[config.mk]
export PLATFORM = sky130hd
export DESIGN_NAME = instruction_decoder_lj_flat
export DESIGN_NICKNAME = d
export VERILOG_FILES = /design/src/rtl/instruction_decoder_lj_pkg.sv /design/src/rtl/instruction_decoder_lj_if.sv /design/src/rtl/instruction_decoder_lj_field_decode.sv /design/src/rtl/instruction_decoder_lj.sv /design/src/flat_wrapper.sv
export SDC_FILE = /design/constraint.sdc
export NUM_CORES = 1
export LEC_CHECK = 0
export ABC_AREA = 0
export ABC_CLOCK_PERIOD_IN_PS = 2490
export CELL_PAD_IN_SITES_DETAIL_PLACEMENT = 1
export CELL_PAD_IN_SITES_GLOBAL_PLACEMENT = 1
export CORE_MARGIN = 3
export CORE_UTILIZATION = 30
export DETAILED_ROUTE_END_ITERATION = 7
export GPL_ROUTABILITY_DRIVEN = 0
export PLACE_DENSITY_LB_ADDON = 0.12
export SLEW_MARGIN = 20
export SYNTH_ARGS = -nofsm -noshare
export SYNTH_HDL_FRONTEND = slang
export SYNTH_SLANG_ARGS = --single-unit
[constraint.sdc]
create_clock -name clk -period 2.49 [get_ports clk]
set_clock_uncertainty 0.05 [all_clocks]
set_input_delay 0.498 -clock clk [delete_from_list [all_inputs] [get_ports clk]]
set_output_delay 0.498 -clock clk [all_outputs]
set_load 0.02 [all_outputs]
[src/rtl/instruction_decoder_lj_pkg.sv]
// Shared constants, state encoding and decoded-field bundle for the long-jump
// instruction decoder.
package instruction_decoder_lj_pkg;

    // Opcode prefixes; each is matched against the top bits of the word.
    localparam logic       OP_LOAD = 1'b0;
    localparam logic [1:0] OP_MOV  = 2'b10;
    localparam logic [2:0] OP_ALU  = 3'b110;
    localparam logic [3:0] OP_JMP  = 4'b1110;
    localparam logic [3:0] OP_JNZ  = 4'b1111;

    // "jmp 0" introduces a two-word long jump.
    localparam logic [7:0] LONG_JMP_WORD = 8'hE0;

    // Field positions within the instruction word.
    localparam int unsigned LOAD_DST_LSB = 4;
    localparam int unsigned MOV_DST_LSB  = 3;
    localparam int unsigned SRC_LSB      = 0;
    localparam int unsigned ALU_X_BIT    = 4;
    localparam int unsigned ALU_Y_BIT    = 3;
    localparam int unsigned FUNC_LSB     = 0;
    localparam int unsigned NIBBLE_LSB   = 0;

    typedef enum logic [0:0] {
        StNormal,
        StLongTgt
    } state_e;

    typedef struct packed {
        logic       load_en;
        logic       mov_en;
        logic       alu_en;
        logic       jmp;
        logic       jmp_nz;
        logic [3:0] jmp_addr;
        logic [2:0] dst_sel;
        logic [2:0] src_sel;
        logic [2:0] alu_func;
        logic       x_sel;
        logic       y_sel;
        logic [3:0] imm;
    } decoded_t;

endpackage

[src/rtl/instruction_decoder_lj_if.sv]
// Decoder-facing bus: instruction word in, sequencer controls and datapath
// strobes out.
interface instruction_decoder_lj_if #(
    parameter int unsigned CNT_W = 16
);
    logic [7:0]       pm_data;
    logic             jmp;
    logic             jmp_nz;
    logic [3:0]       jmp_addr;
    logic [7:0]       jump_to;
    logic             load_en;
    logic             mov_en;
    logic             alu_en;
    logic [2:0]       dst_sel;
    logic [2:0]       src_sel;
    logic [2:0]       alu_func;
    logic             x_sel;
    logic             y_sel;
    logic [3:0]       imm;
    logic             long_pending;
    logic [7:0]       ir;
    logic [CNT_W-1:0] instr_count;

    modport master (
        input  pm_data,
        output jmp, jmp_nz, jmp_addr, jump_to, load_en, mov_en, alu_en,
        output dst_sel, src_sel, alu_func, x_sel, y_sel, imm, long_pending,
        output ir, instr_count
    );

    modport slave (
        output pm_data,
        input  jmp, jmp_nz, jmp_addr, jump_to, load_en, mov_en, alu_en,
        input  dst_sel, src_sel, alu_func, x_sel, y_sel, imm, long_pending,
        input  ir, instr_count
    );
endinterface

[src/rtl/instruction_decoder_lj_field_decode.sv]
// Purely combinational opcode/field split of one instruction word; unused
// fields stay zero.
module instr_field_decode
    import instruction_decoder_lj_pkg::*;
(
    input  logic [7:0] word,
    output decoded_t   dec
);

    always_comb begin
        dec = '0;
        if (word[7] == OP_LOAD) begin
            dec.load_en = 1'b1;
            dec.dst_sel = word[LOAD_DST_LSB +: 3];
            dec.imm     = word[NIBBLE_LSB +: 4];
        end else if (word[7:6] == OP_MOV) begin
            dec.mov_en  = 1'b1;
            dec.dst_sel = word[MOV_DST_LSB +: 3];
            dec.src_sel = word[SRC_LSB +: 3];
        end else if (word[7:5] == OP_ALU) begin
            dec.alu_en   = 1'b1;
            dec.x_sel    = word[ALU_X_BIT];
            dec.y_sel    = word[ALU_Y_BIT];
            dec.alu_func = word[FUNC_LSB +: 3];
        end else if (word[7:4] == OP_JMP) begin
            dec.jmp      = 1'b1;
            dec.jmp_addr = word[NIBBLE_LSB +: 4];
        end else begin
            dec.jmp_nz   = 1'b1;
            dec.jmp_addr = word[NIBBLE_LSB +: 4];
        end
    end

endmodule

[src/rtl/instruction_decoder_lj.sv]
// Instruction decoder with two-word long jump; state mirrors the sequencer's
// jump_flag so the literal word is forwarded as jump_to instead of executed.
module instruction_decoder_lj
    import instruction_decoder_lj_pkg::*;
#(
    parameter int unsigned CNT_W = 16
) (
    input  logic                     clk,
    input  logic                     sync_reset,
    instruction_decoder_lj_if.master bus
);

    decoded_t         dec;
    state_e           state_q, state_d;
    logic [7:0]       ir_q;
    logic [CNT_W-1:0] count_q;

    instr_field_decode u_field_decode (
        .word (bus.pm_data),
        .dec  (dec)
    );

    always_ff @(posedge clk) begin
        if (sync_reset) begin
            state_q <= StNormal;
            ir_q    <= 8'h00;
            count_q <= '0;
        end else begin
            state_q <= state_d;
            ir_q    <= bus.pm_data;
            if (state_q == StNormal) begin
                count_q <= count_q + 1'b1;
            end
        end
    end

    always_comb begin
        state_d          = state_q;
        bus.load_en      = 1'b0;
        bus.mov_en       = 1'b0;
        bus.alu_en       = 1'b0;
        bus.jmp          = 1'b0;
        bus.jmp_nz       = 1'b0;
        bus.jmp_addr     = 4'h0;
        bus.dst_sel      = 3'h0;
        bus.src_sel      = 3'h0;
        bus.alu_func     = 3'h0;
        bus.x_sel        = 1'b0;
        bus.y_sel        = 1'b0;
        bus.imm          = 4'h0;
        bus.jump_to      = 8'h00;
        bus.long_pending = 1'b0;
        unique case (state_q)
            StNormal: begin
                if (bus.pm_data == LONG_JMP_WORD) begin
                    state_d = StLongTgt;
                end
                if (!sync_reset) begin
                    bus.load_en  = dec.load_en;
                    bus.mov_en   = dec.mov_en;
                    bus.alu_en   = dec.alu_en;
                    bus.jmp      = dec.jmp;
                    bus.jmp_nz   = dec.jmp_nz;
                    bus.jmp_addr = dec.jmp_addr;
                    bus.dst_sel  = dec.dst_sel;
                    bus.src_sel  = dec.src_sel;
                    bus.alu_func = dec.alu_func;
                    bus.x_sel    = dec.x_sel;
                    bus.y_sel    = dec.y_sel;
                    bus.imm      = dec.imm;
                end
            end
            StLongTgt: begin
                // Literal word: forwarded as the target, never decoded.
                state_d = StNormal;
                if (!sync_reset) begin
                    bus.long_pending = 1'b1;
                    bus.jump_to      = bus.pm_data;
                end
            end
            default: state_d = StNormal;
        endcase
    end

    assign bus.ir          = ir_q;
    assign bus.instr_count = count_q;

endmodule

[src/flat_wrapper.sv]
// flat-port wrapper written by rule: the top's interface ports become plain ports
module instruction_decoder_lj_flat import instruction_decoder_lj_pkg::*;
#(
    parameter int unsigned CNT_W = 16
)
  (clk, sync_reset, bus_pm_data, bus_jmp, bus_jmp_nz, bus_jmp_addr, bus_jump_to, bus_load_en, bus_mov_en, bus_alu_en, bus_dst_sel, bus_src_sel, bus_alu_func, bus_x_sel, bus_y_sel, bus_imm, bus_long_pending, bus_ir, bus_instr_count);
  instruction_decoder_lj_if #(.CNT_W(CNT_W)) bus_i ();
  input  logic clk;
  input  logic sync_reset;
  input wire logic [$bits(bus_i.pm_data)-1:0] bus_pm_data;
  output wire logic [$bits(bus_i.jmp)-1:0] bus_jmp;
  output wire logic [$bits(bus_i.jmp_nz)-1:0] bus_jmp_nz;
  output wire logic [$bits(bus_i.jmp_addr)-1:0] bus_jmp_addr;
  output wire logic [$bits(bus_i.jump_to)-1:0] bus_jump_to;
  output wire logic [$bits(bus_i.load_en)-1:0] bus_load_en;
  output wire logic [$bits(bus_i.mov_en)-1:0] bus_mov_en;
  output wire logic [$bits(bus_i.alu_en)-1:0] bus_alu_en;
  output wire logic [$bits(bus_i.dst_sel)-1:0] bus_dst_sel;
  output wire logic [$bits(bus_i.src_sel)-1:0] bus_src_sel;
  output wire logic [$bits(bus_i.alu_func)-1:0] bus_alu_func;
  output wire logic [$bits(bus_i.x_sel)-1:0] bus_x_sel;
  output wire logic [$bits(bus_i.y_sel)-1:0] bus_y_sel;
  output wire logic [$bits(bus_i.imm)-1:0] bus_imm;
  output wire logic [$bits(bus_i.long_pending)-1:0] bus_long_pending;
  output wire logic [$bits(bus_i.ir)-1:0] bus_ir;
  output wire logic [$bits(bus_i.instr_count)-1:0] bus_instr_count;
  assign bus_i.pm_data = bus_pm_data;
  assign bus_jmp = bus_i.jmp;
  assign bus_jmp_nz = bus_i.jmp_nz;
  assign bus_jmp_addr = bus_i.jmp_addr;
  assign bus_jump_to = bus_i.jump_to;
  assign bus_load_en = bus_i.load_en;
  assign bus_mov_en = bus_i.mov_en;
  assign bus_alu_en = bus_i.alu_en;
  assign bus_dst_sel = bus_i.dst_sel;
  assign bus_src_sel = bus_i.src_sel;
  assign bus_alu_func = bus_i.alu_func;
  assign bus_x_sel = bus_i.x_sel;
  assign bus_y_sel = bus_i.y_sel;
  assign bus_imm = bus_i.imm;
  assign bus_long_pending = bus_i.long_pending;
  assign bus_ir = bus_i.ir;
  assign bus_instr_count = bus_i.instr_count;
  instruction_decoder_lj #(.CNT_W(CNT_W)) u_core (.clk(clk), .sync_reset(sync_reset), .bus(bus_i));
endmodule
run_1/clk_routes.png
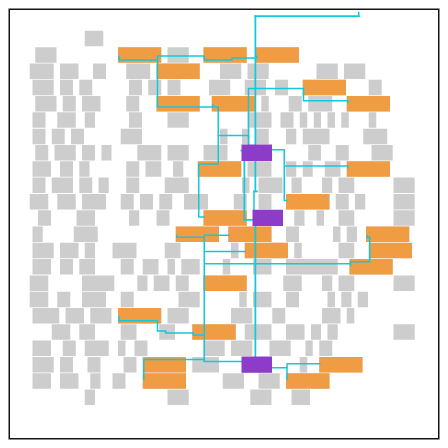
[orange] flip-flops | count: 25
[cyan] clock wires | length: 345 µm
[purple] clock drivers | count: 3
routed clock nets	4

run_1/sizes.png
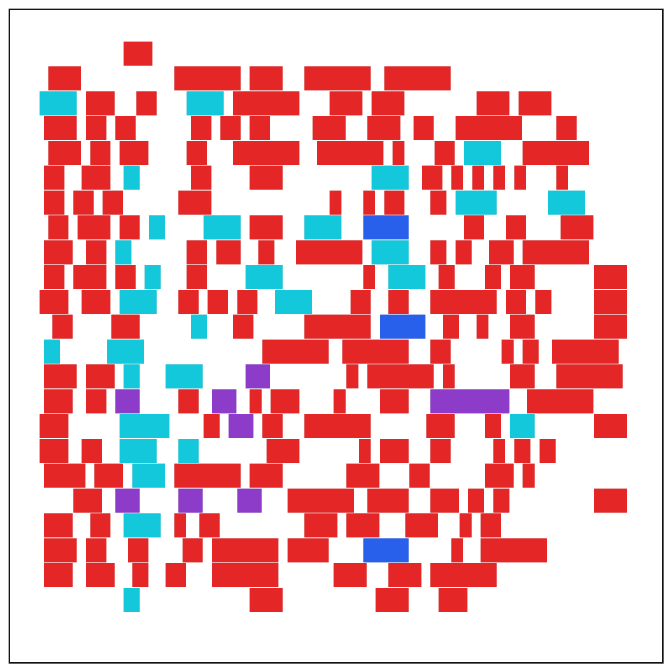
color	size	cells	share
cyan	_2 cells	29	13%
red	_0 and _1 cells	176	81%
purple	_3 and _4 cells	8	3.7%
blue	_6 and larger	3	1.4%

run_1/layer_met1.png
Supply wires on this layer in gray.
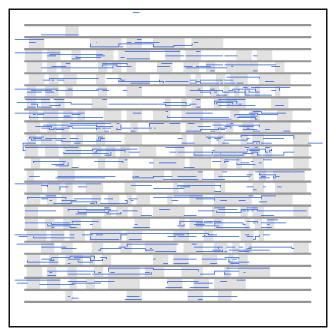
share of all routed wire	42%
main direction	horizontal
wire length on this layer	1680 µm
total number of vias: 1298
met1 usage: 0.1879
aggregate routed wire length: 3.956 mm

run_1/placement_by_type.png
Bar = 20 µm.
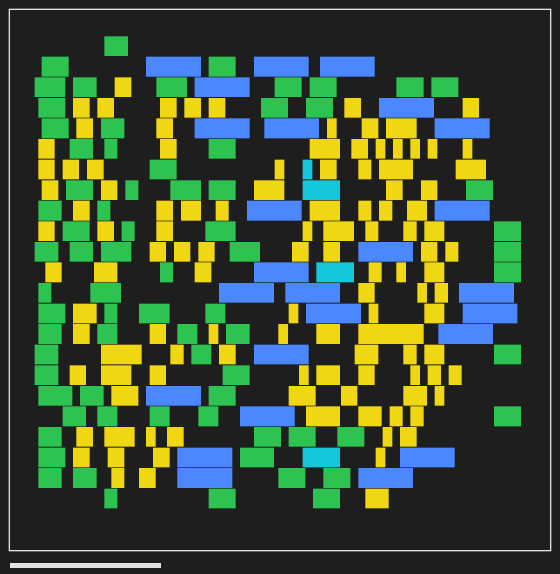
color	class	cells	share of their area
blue	sequential cells	25	25%
green	remaining buffers and delay cells	73	34%
cyan	clock drivers and dummy loads	4	2.3%
yellow	combinational and other logic	114	38%
Core Region: 0.004058 mm²
final core utilization: 0.5011
Cell Rows: 23
fraction of area in registers: 0.2462
design area: 0.002033 mm²

==> out/qor.yml, run 1 <==
status:
  status: "finished clean"
global_route:
  top_usage_layer: "met2"
  grt_pass1_vias: 1369
  grt_use_met2: 0.2714
  grt_usage: 0.1629
  gr-total-overflow: 0
  grt_max_degree: 27
sta:
  drv_slew: 0
  relSlewSlack: 0.7069
  max_freq_mhz: 417.2
  finalSetupViolCount: 0
  period_minus_slack_ns: 2.397
  rsz0062_at_grt: "no"
  finalHoldViolations: 0
  finalCritPeriodShare: 0.9627
  worst_pin_slew_ns: 0.4390
critical_path:
  reg2reg_depth: 4
  path_max_fanout: 7
  crit_required_ns: 1.94
  r2r-start: "u_core.bus.instr_count[0]"
  worstSetupStartpointType: "input port"
  reg2reg_slack_ns: 0.72
drt:
  first_iter_violations: 48
  wl_per_cell_um: 14.87
  ant_nets: 0
worst_hold_path:
  min_path_cells: 2
  hold_class: "flip-flop to flip-flop"
floorplanning:
  fp_util: 0.3164
  die-area_mm2: 0.005100
  ioPinCount: 67
  die_h_um: 71.42
  die-width_um: 71.42
flow_run:
  tool_warnings: 26
  maxCapViolations: 0
yosys:
  synthCells: 145
  ys.flops: 25
  avgSynthCellArea_um2: 8.853
  ys_cells: 145
  synthAdderAreaFrac: 0.009747
  synthArstFlopShare: 0
  synth-edff-count: 0
  syn_area_mm2: 0.001284
  aoi_share: 0.05653
  ys_sh_simple: 0.4172
  synth-main-ff-cell: "dfxtp_1"
  synth_nets: 156
  yosysWarnings: 0
clock_network:
  h-tree-depth: 1
  cts_made_buffers: 3
  cts.path.max_buffers: 2
  cts_setup_buffers: 0
  insertion_delay_ns: 0.27
power_and_ir_drop:
  pwr_density_cell_mw_per_mm2: 393.8
  p_total_mw: 0.8008
  p_leak_nw: 0.8758
cells_and_area:
  seq_area_um2: 500.5
  areaGrowthSynthToFinish_pct: 58.38
  layout.cells.non_filler: 266
  drive_gt1_frac: 0.1852
  area.combinational_um2: 749.5
place:
  hpwlAfterDp_mm: 3.047
  placedCellCount: 262
## run 1: final cells by class
type | instances | share of cell area
Clock buffer | 4 | 0.02215
Tap cell | 50 | 0.03077
Inverter | 2 | 0.003692
Timing Repair Buffer | 73 | 0.3286
Multi-Input combinational cell | 112 | 0.3686
Sequential cell | 25 | 0.2462
## run 1: kinds of logic after synthesis
group                      Yosys count
and+or+nand+nor                     87
DFF                                 25
AOI/OAI and AO/OA                   12
buffers and inverters                8
muxes                                8
xor gates and xnor gates             4
adders and majority gates            1
## run 1: per-stage QoR
step                worst slack, ns  setup TNS, ns
detailed placement          -0.3210         -8.675
finish                      0.09285              0
global placement            -0.3025         -8.248
global route                0.02294              0
CTS                        0.001651              0
floorplan                    0.1746              0
## run 1: sequential cells by signal, summed over array words and instances (netlist names)
signal,flops
u_core.bus.instr_count,16
u_core.bus.ir,8
u_core.state_q,1
## run 1: worst max-delay path: stages
cell	delay [ns]
clkdlybuf4s50_1	0.52
and4b_2	0.39
and2_1	0.13
clkdlybuf4s15_1	0.30
## run 1: Yosys cell counts, types with 2 or more instances
cell	count	share of area
and2_1	25	0.12
nand3_1	3	0.012
inv_1	2	0.0059
nor4_1	3	0.015
nand4_1	4	0.019
a22o_1	2	0.014
or4_1	3	0.018
o31ai_1	2	0.012
o21ai_0	3	0.012
clkbuf_1	3	0.0088
nand2_1	5	0.015
nor2_1	14	0.041
nor3_1	5	0.019
or3_1	2	0.0097
a21oi_1	5	0.019
nand4b_1	2	0.014
nor2b_1	15	0.073
xor2_1	3	0.020
dfxtp_1	25	0.39
mux2_2	7	0.061
## run 1: worst max-delay path by stage
stage | endpoint | slack, ns | cells after the start
after CTS | bus_dst_sel[1] | 0.002 | 6
final | bus_alu_func[0] | 0.09 | 4
after floorplan | bus_dst_sel[0] | 0.17 | 3
after detailed placement | bus_jmp_addr[2] | -0.32 | 5
after global placement | bus_alu_func[1] | -0.30 | 5
after global routing | bus_alu_func[0] | 0.02 | 4
## run 1: routing by layer
layer / up-vias / share of wire
met5: - / 0
li1: 648 / -
met2: 51 / 0.46
met1: 593 / 0.42
met4: 0 / 0.016
met3: 6 / 0.10
## run 1: timing repair
| item | CTS | global route |
|---|---|---|
| hold buffers | 0 | 0 |
| setup endpoints to repair | 33 | 28 |
| pin swaps | 0 | 0 |
| hold endpoints to repair | 0 | 0 |
| resized | 61 | 13 |
## run 1: power by group
group	internal [mW]	switching [mW]	total [mW]	leakage, nW
sequential	0.411	0.00871	0.419	0.204
combinational	0.0640	0.0739	0.138	0.649
clock	0.115	0.129	0.244	0.0228
total	0.589	0.212	0.801	0.876
## run 1: cells in the final DEF (no fill, tap or decap), types with 4 or more instances in the layout
cell,instances
nor3_1,5
buf_4,7
dfxtp_1,25
dlygate4sd2_1,16
clkbuf_2,8
clkdlybuf4s50_1,30
and2_1,25
a21oi_1,5
nor2b_1,15
nor2_1,13
nand2_1,5
nand4_1,4
clkdlybuf4s15_2,8
mux2_2,7
==> inputs of run 2 (changes only) <==
Settings changed: ABC_CLOCK_PERIOD_IN_PS 2490 to 2480, CORE_ASPECT_RATIO from default to 1.5, CORE_UTILIZATION 30 to 27.
Clock period 2.49 ns to 2.48 ns, I/O delays scaled along.
run_2/layer_met1.png
Supply wires on this layer in gray.
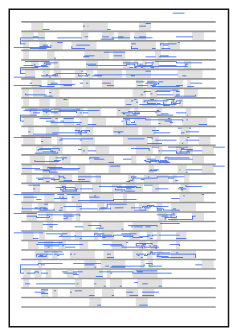
met1 usage: 0.1498
total number of vias: 1342
aggregate routed wire length: 3.948 mm

==> run 2 against run 1 <==
Synthesized cell count unchanged. Power decreased by 0.43%. First-iteration DRC count fell by 48%. Non-clock buffer count grew 2. Critical path type unchanged. Via count up 3.4%. Cell area increased by 0.37%. Utilization fell by 5.2 points. Sequential share of layout area shrank 0.091 points.
==> out/qor.yml, run 2 <==
status:
  status: "finished clean"
critical_path:
  crit_required_ns: 1.93
  path_max_fanout: 6
  worstSetupStartpointType: "input port"
  setup.worst_path.class: "input port to output pin"
yosys:
  aoi_share: 0.05653
  synth_nets: 156
  synthAdderAreaFrac: 0.009747
  ys.flops: 25
  ys_cells: 145
  synthCells: 145
  top_area_cell: "dfxtp_1"
  topCellsByArea: "dfxtp_1 39%, and2_1 12%, nor2b_1 7.3%, mux2_2 6.1%, nor2_1 4.1%"
  synth-edff-count: 0
  ys_sh_simple: 0.4172
  top_area_frac: 0.3899
  syn_area_mm2: 0.001284
  synthArstFlopShare: 0
cells_and_area:
  area.combinational_um2: 749.5
  lay_top_cells: "30 x clkdlybuf4s50_1, 25 x and2_1, 25 x dfxtp_1"
  drive_gt1_frac: 0.2156
  seq_area_um2: 500.5
  layout.cells.non_filler: 282
  largest_register_ff_count: 16
  lay_top_count: "clkdlybuf4s50_1"
drt:
  ant_nets: 0
  wl_per_cell_um: 14.00
clock_network:
  cts.path.max_buffers: 2
  cts_made_buffers: 3
  holdBufCountCts: 0
  insertion_delay_ns: 0.26
  h-tree-depth: 1
  cts_setup_buffers: 0
sta:
  worst_pin_slew_ns: 0.4270
  finalHoldViolations: 0
  final.setup.tns_ns: 0
  finalSetupViolCount: 0
  period_minus_slack_ns: 2.322
  rsz0062_at_grt: "no"
  worst_slack_ns: 0.1578
  finalCritPeriodShare: 0.9364
  drv_slew: 0
  relSlewSlack: 0.7149
global_route:
  grt_pass1_vias: 1336
  grt_use_met2: 0.2545
  grt_usage: 0.1413
  gr-total-overflow: 0
power_and_ir_drop:
  p_leak_nw: 0.8648
  swShare: 0.2606
  power_frac_seq: 0.528
  p_comb_frac: 0.175
  internal_power_mw: 0.5896
  power_switching_mw: 0.2078
place:
  placedCellCount: 278
  hpwlAfterDp_mm: 3.150
floorplanning:
  fp_util: 0.2826
  placeableCoreArea_mm2: 0.004542
  die_h_um: 90.45
  row_count: 30
  die-area_mm2: 0.005635
  ioPinCount: 67
  die-width_um: 62.30
worst_hold_path:
  hold_class: "flip-flop to flip-flop"
flow_run:
  tool_warnings: 27
  maxCapViolations: 0
run_2/placement_by_type.png
Bar = 20 µm.
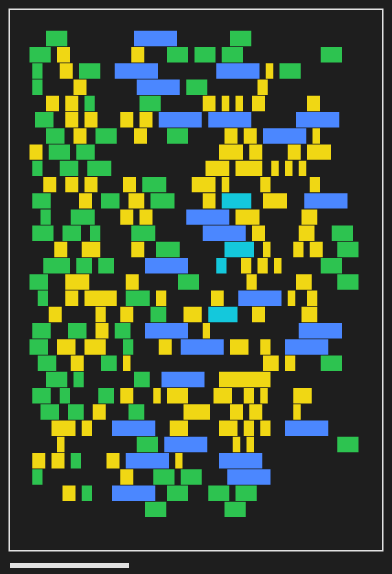
color	class	cells	share of their area
green	remaining buffers and delay cells	75	34%
cyan	clock drivers and dummy loads	4	2.4%
blue	sequential cells	25	26%
yellow	combinational and other logic	114	39%

-- run 2: cell counts after synthesis --
No cell type changed its count.
-- run 2: what timing repair did --
| action | CTS | global route |
|---|---|---|
| pin swaps | 0 | 1 |
| hold endpoints to repair | 0 | 0 |
| gates resized | 55 | 26 |
| endpoints found under the setup margin | 33 | 28 |
-- run 2: area by class of cell --
type / count / area share
Timing Repair Buffer: 75 / 0.3219
Sequential cell: 25 / 0.2452
Multi-Input combinational cell: 112 / 0.3673
Clock inverter: 1 / 0.002452
Tap cell: 64 / 0.03924
Inverter: 2 / 0.003679
Clock buffer: 3 / 0.02023
-- run 2: path summary, 6_finish.rpt --
kind         cells after the start                        from                          to  slack (ns)
min reg2reg                      2  u_core.bus.instr_count[10]  u_core.bus.instr_count[10]        0.45
min                              2  u_core.bus.instr_count[10]  u_core.bus.instr_count[10]        0.45
max reg2reg                      4   u_core.bus.instr_count[0]  u_core.bus.instr_count[14]        0.71
max                              4              bus_pm_data[5]                   bus_y_sel        0.16
-- run 2: worst max-delay path: stages --
cell             delay, ns
clkdlybuf4s50_1       0.49
and4b_2               0.37
and2_1                0.15
clkdlybuf4s15_2       0.26
-- run 2: power by group through the flow --
stage / Sequential, mW / Combinational, mW / Clock (mW)
2_1_floorplan: 0.443 / 0.0516 / 0
3_3_place_gp: 0.430 / 0.147 / 0
3_5_place_dp: 0.431 / 0.150 / 0
4_1_cts: 0.421 / 0.143 / 0.248
5_1_grt: 0.423 / 0.151 / 0.274
6_report: 0.421 / 0.140 / 0.237
-- run 2: stage by stage --
step	power, mW	util	instance area [µm²]
after floorplan	0.4947	-	1284
after global placement	0.5773	0.4537	2061
after detailed placement	0.5809	0.4537	2061
after CTS	0.8121	0.4601	2090
after global routing	0.8468	0.4493	2041
final	0.7973	0.4493	2041
-- run 2: metal layers --
metal / share of wire / vias up / wire length [µm]
met2: 0.53 / 50 / 2073
met3: 0.10 / 2 / 397
li1: - / 647 / -
met5: 0 / - / 0
met4: 0.0091 / 0 / 36
met1: 0.36 / 643 / 1440
-- run 2: kinds of logic (layout without fill, tap and decap cells) --
logic type      Yosys count  count (layout)
compound gates           12              12
xor+xnor                  4               4
fa+ha+maj                 1               1
buf+inv                   8              81
flops                    25              25
mux                       8               8
simple gates             87              87
Power is estimated from default activity; no workload was simulated.
